<file path="src/rtl/pipe_pkg.sv">
// Shared types and constants for the pipeline hazard controller.
// Stage indices, FSM states and forwarding-select encoding live here.
package pipe_pkg;

    typedef enum logic [1:0] {
        ST_RUN    = 2'd0,
        ST_DRAIN  = 2'd1,
        ST_HALTED = 2'd2
    } state_e;

    localparam int unsigned STG_IF = 0;
    localparam int unsigned STG_ID = 1;
    localparam int unsigned STG_EX = 2;

    // fwd_sel: 0 reads the register file, any other value k forwards from stage k
    localparam int unsigned FWD_REGFILE = 0;

endpackage

</file>
<file path="src/rtl/pipe_scoreboard.sv">
// In-flight writer tracking for stages EX..WB; one entry per stage, shifting
// one stage per clock, with branch-squash of younger stages on the way through.
module pipe_scoreboard
    import pipe_pkg::*;
#(
    parameter int unsigned NUM_STAGES = 5,
    parameter int unsigned REG_ADDR_W = 4
) (
    input  logic                          clk,
    input  logic                          rst,
    input  logic                          push,
    input  logic [REG_ADDR_W-1:0]         push_rd,
    input  logic                          push_we,
    input  logic                          push_is_load,
    input  logic [NUM_STAGES-2:STG_EX]    kill,
    output logic [NUM_STAGES-1:STG_EX]    vld,
    output logic [REG_ADDR_W-1:0]         rd [NUM_STAGES-1:STG_EX],
    output logic [NUM_STAGES-1:STG_EX]    we,
    output logic [NUM_STAGES-1:STG_EX]    is_load,
    output logic                          drained_c
);

    // Valid bits carry reset and squash; payload simply follows along.
    always_ff @(posedge clk) begin
        if (rst) begin
            vld <= '0;
        end else begin
            vld[STG_EX] <= push;
            for (int unsigned s = STG_EX + 1; s < NUM_STAGES; s++) begin
                vld[s] <= vld[s-1] & ~kill[s-1];
            end
        end
    end

    always_ff @(posedge clk) begin
        rd[STG_EX]      <= push_rd;
        we[STG_EX]      <= push_we;
        is_load[STG_EX] <= push_is_load;
        for (int unsigned s = STG_EX + 1; s < NUM_STAGES; s++) begin
            rd[s]      <= rd[s-1];
            we[s]      <= we[s-1];
            is_load[s] <= is_load[s-1];
        end
    end

    // True when nothing already in flight survives the next shift (push excluded).
    always_comb begin
        drained_c = 1'b1;
        for (int unsigned s = STG_EX; s < NUM_STAGES - 1; s++) begin
            if (vld[s] && !kill[s]) begin
                drained_c = 1'b0;
            end
        end
    end

endmodule

</file>
<file path="src/rtl/pipe_ctrl.sv">
// Pipeline hazard controller: RAW detection with forwarding or stall,
// branch flush, and a RUN/DRAIN/HALTED sequence for the HLT instruction.
module pipe_ctrl
    import pipe_pkg::*;
#(
    parameter int unsigned REG_ADDR_W = 4,
    parameter int unsigned NUM_STAGES = 5,
    parameter int unsigned LOAD_STAGE = 3,
    parameter int unsigned BR_STAGE   = 3,
    parameter int unsigned FWD_EN     = 1
) (
    input  logic                            clk,
    input  logic                            rst,
    input  logic                            id_valid,
    input  logic                            id_is_hlt,
    input  logic [REG_ADDR_W-1:0]           id_rs0,
    input  logic [REG_ADDR_W-1:0]           id_rs1,
    input  logic                            id_rs0_used,
    input  logic                            id_rs1_used,
    input  logic [REG_ADDR_W-1:0]           id_rd,
    input  logic                            id_we,
    input  logic                            id_is_load,
    input  logic                            br_taken,
    output logic                            stall_if_id,
    output logic                            bubble_ex,
    output logic [NUM_STAGES-1:0]           flush,
    output logic [$clog2(NUM_STAGES)-1:0]   fwd_sel0,
    output logic [$clog2(NUM_STAGES)-1:0]   fwd_sel1,
    output logic                            hlt,
    output logic [1:0]                      state
);

    localparam int unsigned SEL_W = $clog2(NUM_STAGES);

    state_e                         state_q;
    state_e                         state_d;
    logic                           br_live;
    logic                           hazard;
    logic                           sb_push;
    logic                           sb_drained_c;
    logic [NUM_STAGES-1:STG_EX]     sb_vld;
    logic [NUM_STAGES-1:STG_EX]     sb_we;
    logic [NUM_STAGES-1:STG_EX]     sb_ld;
    logic [REG_ADDR_W-1:0]          sb_rd [NUM_STAGES-1:STG_EX];

    logic [REG_ADDR_W-1:0]          src [2];
    logic [1:0]                     src_used;
    logic [1:0]                     src_found;
    logic [1:0]                     src_stall;
    logic [SEL_W-1:0]               src_sel [2];

    always_comb begin
        src[0]      = id_rs0;
        src[1]      = id_rs1;
        src_used[0] = id_rs0_used;
        src_used[1] = id_rs1_used;
    end

    // Per source: find the youngest in-flight writer and decide forward vs stall.
    always_comb begin
        for (int i = 0; i < 2; i++) begin
            src_found[i] = 1'b0;
            src_stall[i] = 1'b0;
            src_sel[i]   = SEL_W'(FWD_REGFILE);
            for (int unsigned s = STG_EX; s < NUM_STAGES; s++) begin
                if (!src_found[i] && src_used[i] && (src[i] != '0) &&
                    sb_vld[s] && sb_we[s] && (sb_rd[s] == src[i])) begin
                    src_found[i] = 1'b1;
                    if (FWD_EN != 0) begin
                        if (sb_ld[s] && (s < LOAD_STAGE)) begin
                            src_stall[i] = 1'b1;
                        end else begin
                            src_sel[i] = SEL_W'(s);
                        end
                    end else if (s < NUM_STAGES - 1) begin
                        src_stall[i] = 1'b1;
                    end
                end
            end
        end
    end

    always_comb begin
        hazard   = id_valid && (src_stall != 2'b00);
        fwd_sel0 = id_valid ? src_sel[0] : SEL_W'(FWD_REGFILE);
        fwd_sel1 = id_valid ? src_sel[1] : SEL_W'(FWD_REGFILE);
    end

    // Next state, stall, flush and bubble; a taken branch always beats a stall.
    always_comb begin
        state_d     = state_q;
        stall_if_id = 1'b0;
        flush       = '0;
        br_live     = br_taken && (state_q != ST_HALTED);

        for (int unsigned i = 0; i < NUM_STAGES; i++) begin
            flush[i] = br_live && (i < BR_STAGE);
        end

        case (state_q)
            ST_RUN: begin
                stall_if_id = hazard && !br_taken;
                if (id_valid && id_is_hlt && !hazard && !br_taken) begin
                    state_d = ST_DRAIN;
                end
            end
            ST_DRAIN: begin
                if (br_taken) begin
                    state_d = ST_RUN;
                end else begin
                    stall_if_id = 1'b1;
                    if (sb_drained_c) begin
                        state_d = ST_HALTED;
                    end
                end
            end
            ST_HALTED: begin
                stall_if_id = 1'b1;
            end
            default: begin
                state_d = ST_RUN;
            end
        endcase

        // HLT never occupies a scoreboard slot; it travels on as a bubble.
        bubble_ex = stall_if_id || flush[STG_ID] || (state_q != ST_RUN) ||
                    !id_valid || id_is_hlt;
    end

    always_comb begin
        sb_push = !bubble_ex;
    end

    always_ff @(posedge clk) begin
        if (rst) begin
            state_q <= ST_RUN;
            hlt     <= 1'b0;
        end else begin
            state_q <= state_d;
            hlt     <= (state_d == ST_HALTED);
        end
    end

    always_comb begin
        state = state_q;
    end

    pipe_scoreboard #(
        .NUM_STAGES (NUM_STAGES),
        .REG_ADDR_W (REG_ADDR_W)
    ) u_scoreboard (
        .clk          (clk),
        .rst          (rst),
        .push         (sb_push),
        .push_rd      (id_rd),
        .push_we      (id_we),
        .push_is_load (id_is_load),
        .kill         (flush[NUM_STAGES-2:STG_EX]),
        .vld          (sb_vld),
        .rd           (sb_rd),
        .we           (sb_we),
        .is_load      (sb_ld),
        .drained_c    (sb_drained_c)
    );

endmodule

</file>
<file path="config.mk">
export PLATFORM = sky130hd
export DESIGN_NAME = pipe_ctrl
export DESIGN_NICKNAME = d
export VERILOG_FILES = /design/src/rtl/pipe_pkg.sv /design/src/rtl/pipe_scoreboard.sv /design/src/rtl/pipe_ctrl.sv
export SDC_FILE = /design/constraint.sdc
export NUM_CORES = 1
export LEC_CHECK = 0
export CAP_MARGIN = 20
export CORE_MARGIN = 3
export CORE_UTILIZATION = 43
export DETAILED_ROUTE_END_ITERATION = 16
export GPL_TIMING_DRIVEN = 1
export PLACE_DENSITY = 0.81
export SLEW_MARGIN = 20
export SYNTH_ARGS = -nofsm -noshare
export SYNTH_HDL_FRONTEND = slang
export SYNTH_SLANG_ARGS = --single-unit
</file>
<file path="constraint.sdc">
create_clock -name clk -period 1.6 [get_ports clk]
set_clock_uncertainty 0.05 [all_clocks]
set_input_delay 0.16 -clock clk [delete_from_list [all_inputs] [get_ports clk]]
set_output_delay 0.16 -clock clk [all_outputs]
set_load 0.01 [all_outputs]
</file>
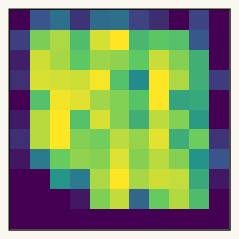
run_1/cell_density.png
Scale: 4 px per um. The die is cut into 11 by 11 equal tiles; dark purple is low, yellow is high, 0 to 100% covered.
nearly empty tiles = 21%
mean over tiles = 53%
densest ninth of the die = centre
floorplan core density: 0.459
final core utilization: 0.731
Core ar.: 2230 um2

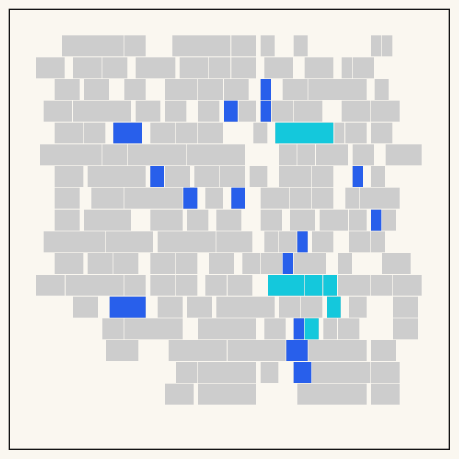
run_1/logic_types.png
Scale: 8 px per um.
nor cells -> blue  # cells 15
aoi and oai cells -> cyan  # cells 6
fraction of area in multi-input gates: 0.359
non-filler instance count after layout: 192

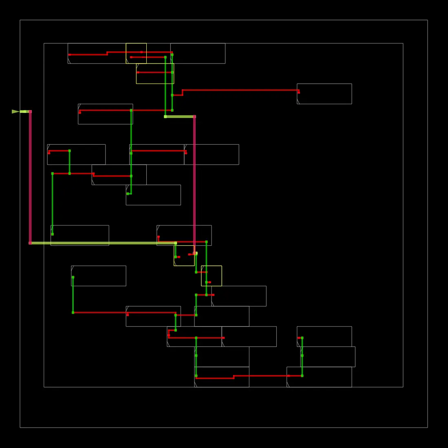
run_1/clocks.png
number of clock buffers in the layout: 4
Flops: 22

==> impl_results.rst, run 1 <==
Implementation results
======================

.. list-table::
   :header-rows: 1

   * - Metric
     - Value
   * - Layout Area Growth over Synthesis
     - 59.2%
   * - Filler cell count
     - 173
   * - Number of setup buffers added after CTS
     - 5
   * - Status
     - complete, but fails checks
   * - Sequential cell power
     - 0.596 mW
   * - Largest net degree at the start of global routing
     - 13
   * - Y dimension of the die
     - 54.8 um
   * - Fraction of final layout cells with drive strength greater than 1
     - 0.348
   * - Number of standard cells reported by yosys
     - 101
   * - Number of placed instances with taps included
     - about 180
   * - Setup violations, final
     - 10
   * - Number of buffers added by the clock tree synthesis step
     - 3
   * - Capture endpoint of the worst hold path
     - u_scoreboard.rd[1]
   * - Setup repair after global routing missed its margin
     - true
   * - Violated checks
     - setup timing
   * - Vias in the first global route
     - roughly 960
   * - Dominant cells by area after synthesis
     - dfxtp_1 (43%), xor2_1 (16%), xnor2_1 (4.3%), buf_4 (3.7%), nand4_1 (3.7%)
   * - Routed via count divided by cell count
     - between 5 and 6
   * - AO/OA Area Share
     - 0.0708
   * - Non-clock buffer area fraction after layout
     - 0.323
   * - Diode count
     - 0
   * - Fraction of area in registers
     - 0.275
   * - Met3 Usage GRT
     - 0.0381
   * - Depth of the worst register-to-register path
     - 10
   * - Clock Network Area Fraction
     - 0.0222
   * - Leading cell types in the layout, fill and taps excluded
     - buf_4 (25), dfxtp_1 (18), clkdlybuf4s50_1 (18)
   * - Worst Slack Setup Final
     - -0.546 ns
   * - P_clk
     - 0.303 mW
   * - Tap cell count
     - 28
   * - Number of flip-flops in the largest register
     - 12
   * - Worst reg2reg path endpoint
     - state[0]
   * - XOR/XNOR Area Share
     - 0.205
   * - Share of the synthesized area in the top cell type
     - 0.430
   * - Clock sink count
     - 22
   * - Mux cell area share
     - 0.0195
run_1/io_fan.png
Scale: 6 px per um.
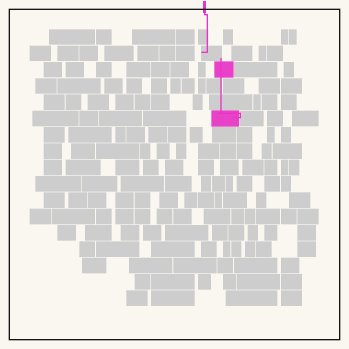

--- run 2 (diff from run 1) ---
PLACE_DENSITY = 0.87   (was 0.81)
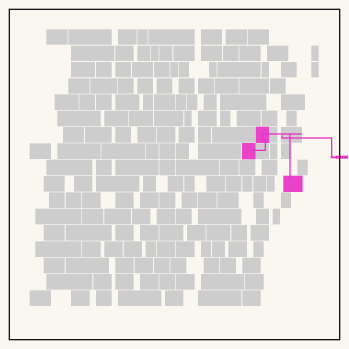
run_2/io_fan.png
Scale: 6 px per um.
id_rs0_used -> magenta  # bits 1, direction input, end cells 3, buffers 1, wire 32.1 um
I/O pin total: 37
Port Buf Inserts: 34

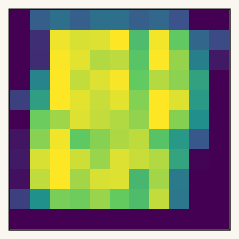
run_2/cell_density.png
Scale: 4 px per um. The die is cut into 11 by 11 equal tiles; dark purple is low, yellow is high, 0 to 100% covered.
densest ninth of the die = centre
fullest tile = 100%
tiles over 75% full = 47%
emptiest ninth of the die = south-east
nearly empty tiles = 23%
final core utilization: 0.745

==> impl_results.rst, run 2 <==
Implementation results
======================

.. list-table::
   :header-rows: 1

   * - Metric
     - Value
   * - Status
     - complete, but fails checks
   * - Violated checks
     - setup timing
   * - Diode count
     - 0 (unchanged)
   * - Length of routed wiring on met1
     - 1270 um
   * - Share of the synthesized area in the top cell type
     - 0.430 (unchanged)
   * - Largest net degree at the start of global routing
     - 13 (unchanged)
   * - Filler cell count
     - 157 (-9.2%)
   * - Clock Network Area Fraction
     - 0.0218 (-0.000418)
   * - Y dimension of the die
     - 54.8 um (unchanged)
   * - Worst reg2reg path endpoint
     - state[0]
   * - Fraction of final layout cells with drive strength greater than 1
     - 0.379 (+0.0311)
   * - Mux cell area share
     - 0.0195 (unchanged)
   * - Setup violations, final
     - 10 (unchanged)
   * - Routed wire length
     - around 2900 um
   * - XOR/XNOR Area Share
     - 0.205 (unchanged)
   * - Core ar.
     - 2230 um2 (unchanged)
   * - Floorplan core density
     - 0.459 (unchanged)
   * - Fraction of area in multi-input gates
     - 0.343 (-0.0158)
   * - Number of clock buffers in the layout
     - 4 (unchanged)
   * - Capture endpoint of the worst hold path
     - u_scoreboard.rd[2]
   * - Routed via count divided by cell count
     - 5.05 (-0.95%)
   * - Dominant cells by area after synthesis
     - dfxtp_1 (43%), xor2_1 (16%), xnor2_1 (4.3%), buf_4 (3.7%), nand4_1 (3.7%)
   * - Setup repair after global routing missed its margin
     - true
   * - Number of setup buffers added after CTS
     - 9 (+4)
   * - Depth of the worst register-to-register path
     - 9 (-1)
   * - Worst Slack Setup Final
     - -0.554 ns (-0.00801 ns)
   * - Flops
     - 22 (unchanged)
   * - Non-filler instance count after layout
     - 197 (+2.6%)
   * - Synthesis area per yosys
     - approximately 1000 um2
   * - Switching power as a share of total power
     - 0.260
   * - Tap cell count
     - 28 (unchanged)
   * - Non-clock buffer area fraction after layout
     - 0.344 (+0.0210)
   * - Number of flip-flops in the largest register
     - 12 (unchanged)
   * - Leading cell types in the layout, fill and taps excluded
     - buf_4 (28), xor2_1 (19), dfxtp_1 (15), clkdlybuf4s50_1 (15), dlygate4sd2_1 (10)
   * - Layout Area Growth over Synthesis
     - 62.3%
   * - Number of standard cells reported by yosys
     - 101 (unchanged)
   * - Number of placed instances with taps included
     - 182 (unchanged)
   * - Library cell with the highest instance count after synthesis
     - dfxtp_1
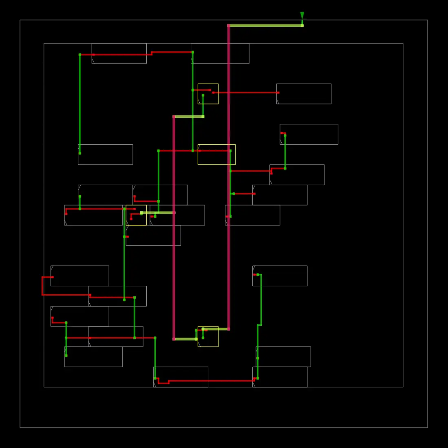
run_2/clocks.png
number of buffers added by the clock tree synthesis step: 3
P_clk: 0.318 mW
clock sink count: 22
clock insertion delay at the later pin of the skew report: 0.32 ns

--- run 3 (diff from run 2) ---
CTS_CLUSTER_SIZE = 8   (was not set)
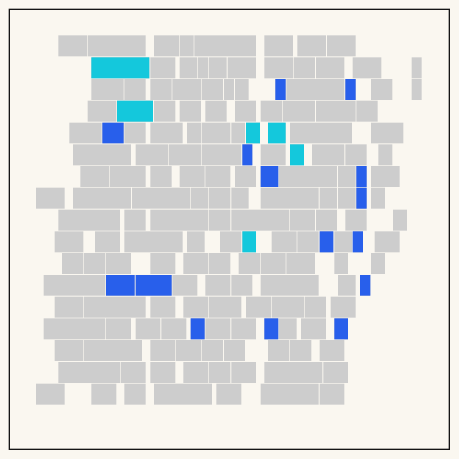
run_3/logic_types.png
Scale: 8 px per um.
nor cells -> blue  # cells 15
aoi and oai cells -> cyan  # cells 6
most used logic cell in the final layout: buf_4
non-filler instance count after layout: 197
fraction of area in multi-input gates: 0.343

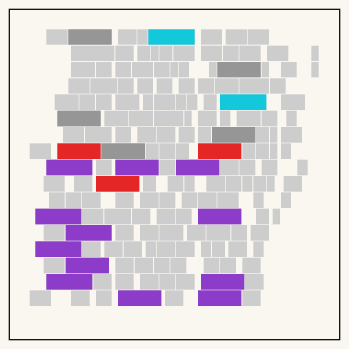
run_3/flops_by_reg.png
Scale: 6 px per um.
u_scoreboard.we -> red  # sequential cells 3
u_scoreboard.rd -> purple  # sequential cells 12
state -> cyan  # sequential cells 2
not coloured = 5
fraction of area in registers: 0.270
area occupied by registers: 449 um2
sequential cell power: 0.598 mW

==> impl_results.rst, run 3 <==
Implementation results
======================

.. list-table::
   :header-rows: 1

   * - Metric
     - Value
   * - Diode count
     - 0 (unchanged)
   * - Switching power as a share of total power
     - 0.260 (unchanged)
   * - Net Sw Power
     - 0.293 mW
   * - Routed via count divided by cell count
     - 5.05 (unchanged)
   * - Final core utilization
     - 0.745 (unchanged)
   * - Setup repair after global routing missed its margin
     - true
   * - Y dimension of the die
     - 54.8 um (unchanged)
   * - Total count of hold-check failures in the final report
     - 0
   * - Overall die area
     - between 3000 and 4000 um2
   * - Number of flip-flops in the largest register
     - 12 (unchanged)
   * - Synthesis area per yosys
     - 1020 um2 (unchanged)
   * - Critical Path End Type
     - primary output
   * - Capture endpoint of the worst hold path
     - u_scoreboard.rd[2]
   * - Filler cell count
     - 157 (unchanged)
   * - DR vias
     - 995
   * - Number of placed instances with taps included
     - 182 (unchanged)
   * - Library cell with the highest instance count after synthesis
     - dfxtp_1
   * - Fraction of final layout cells with drive strength greater than 1
     - 0.379 (unchanged)
   * - Clock insertion delay at the later pin of the skew report
     - 0.32 ns (about the same)
   * - Multi-input gates
     - 75
   * - Worst Slack Setup Final
     - -0.554 ns (unchanged)
   * - Dominant cells by area after synthesis
     - dfxtp_1 (43%), xor2_1 (16%), xnor2_1 (4.3%), buf_4 (3.7%), nand4_1 (3.7%)
   * - Length of routed wiring on met1
     - 1270 um (unchanged)
   * - Setup violations, final
     - 10 (unchanged)
   * - I/O pin total
     - 37 (unchanged)
   * - P_clk
     - 0.318 mW (about the same)
   * - Routed wire length
     - 2920 um (unchanged)
   * - Number of standard cells reported by yosys
     - 101 (unchanged)
   * - Mux cell area share
     - 0.0195 (unchanged)
   * - Depth of the worst register-to-register path
     - 9 (unchanged)
   * - Number of buffers added by the clock tree synthesis step
     - 3 (unchanged)
   * - Violated checks
     - setup timing
   * - Status
     - complete, but fails checks
   * - Combinational cell power
     - 0.209 mW
   * - Flops
     - 22 (unchanged)
   * - Tap cell count
     - 28 (unchanged)
   * - Number of clock buffers in the layout
     - 4 (unchanged)
   * - Clock sink count
     - 22 (unchanged)
   * - Total negative slack
     - -4.09 ns
   * - Worst reg2reg path endpoint
     - state[0]
   * - Non-clock buffer area fraction after layout
     - 0.344 (unchanged)
   * - Share of the synthesized area in the top cell type
     - 0.430 (unchanged)
   * - Leading cell types in the layout, fill and taps excluded
     - buf_4 (28), xor2_1 (19), dfxtp_1 (15), clkdlybuf4s50_1 (15), dlygate4sd2_1 (10)
   * - Port Buf Inserts
     - 34 (unchanged)
   * - Layout Area Growth over Synthesis
     - 62.3% (unchanged)
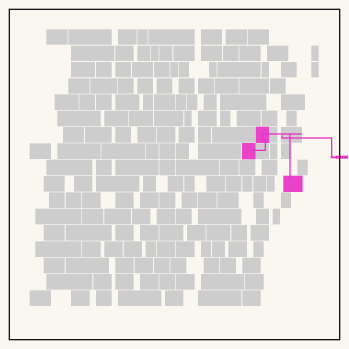
run_3/io_fan.png
Scale: 6 px per um.
id_rs0_used -> magenta  # bits 1, direction input, end cells 3, buffers 1, wire 32.1 um

Power is estimated from default activity; no workload was simulated.
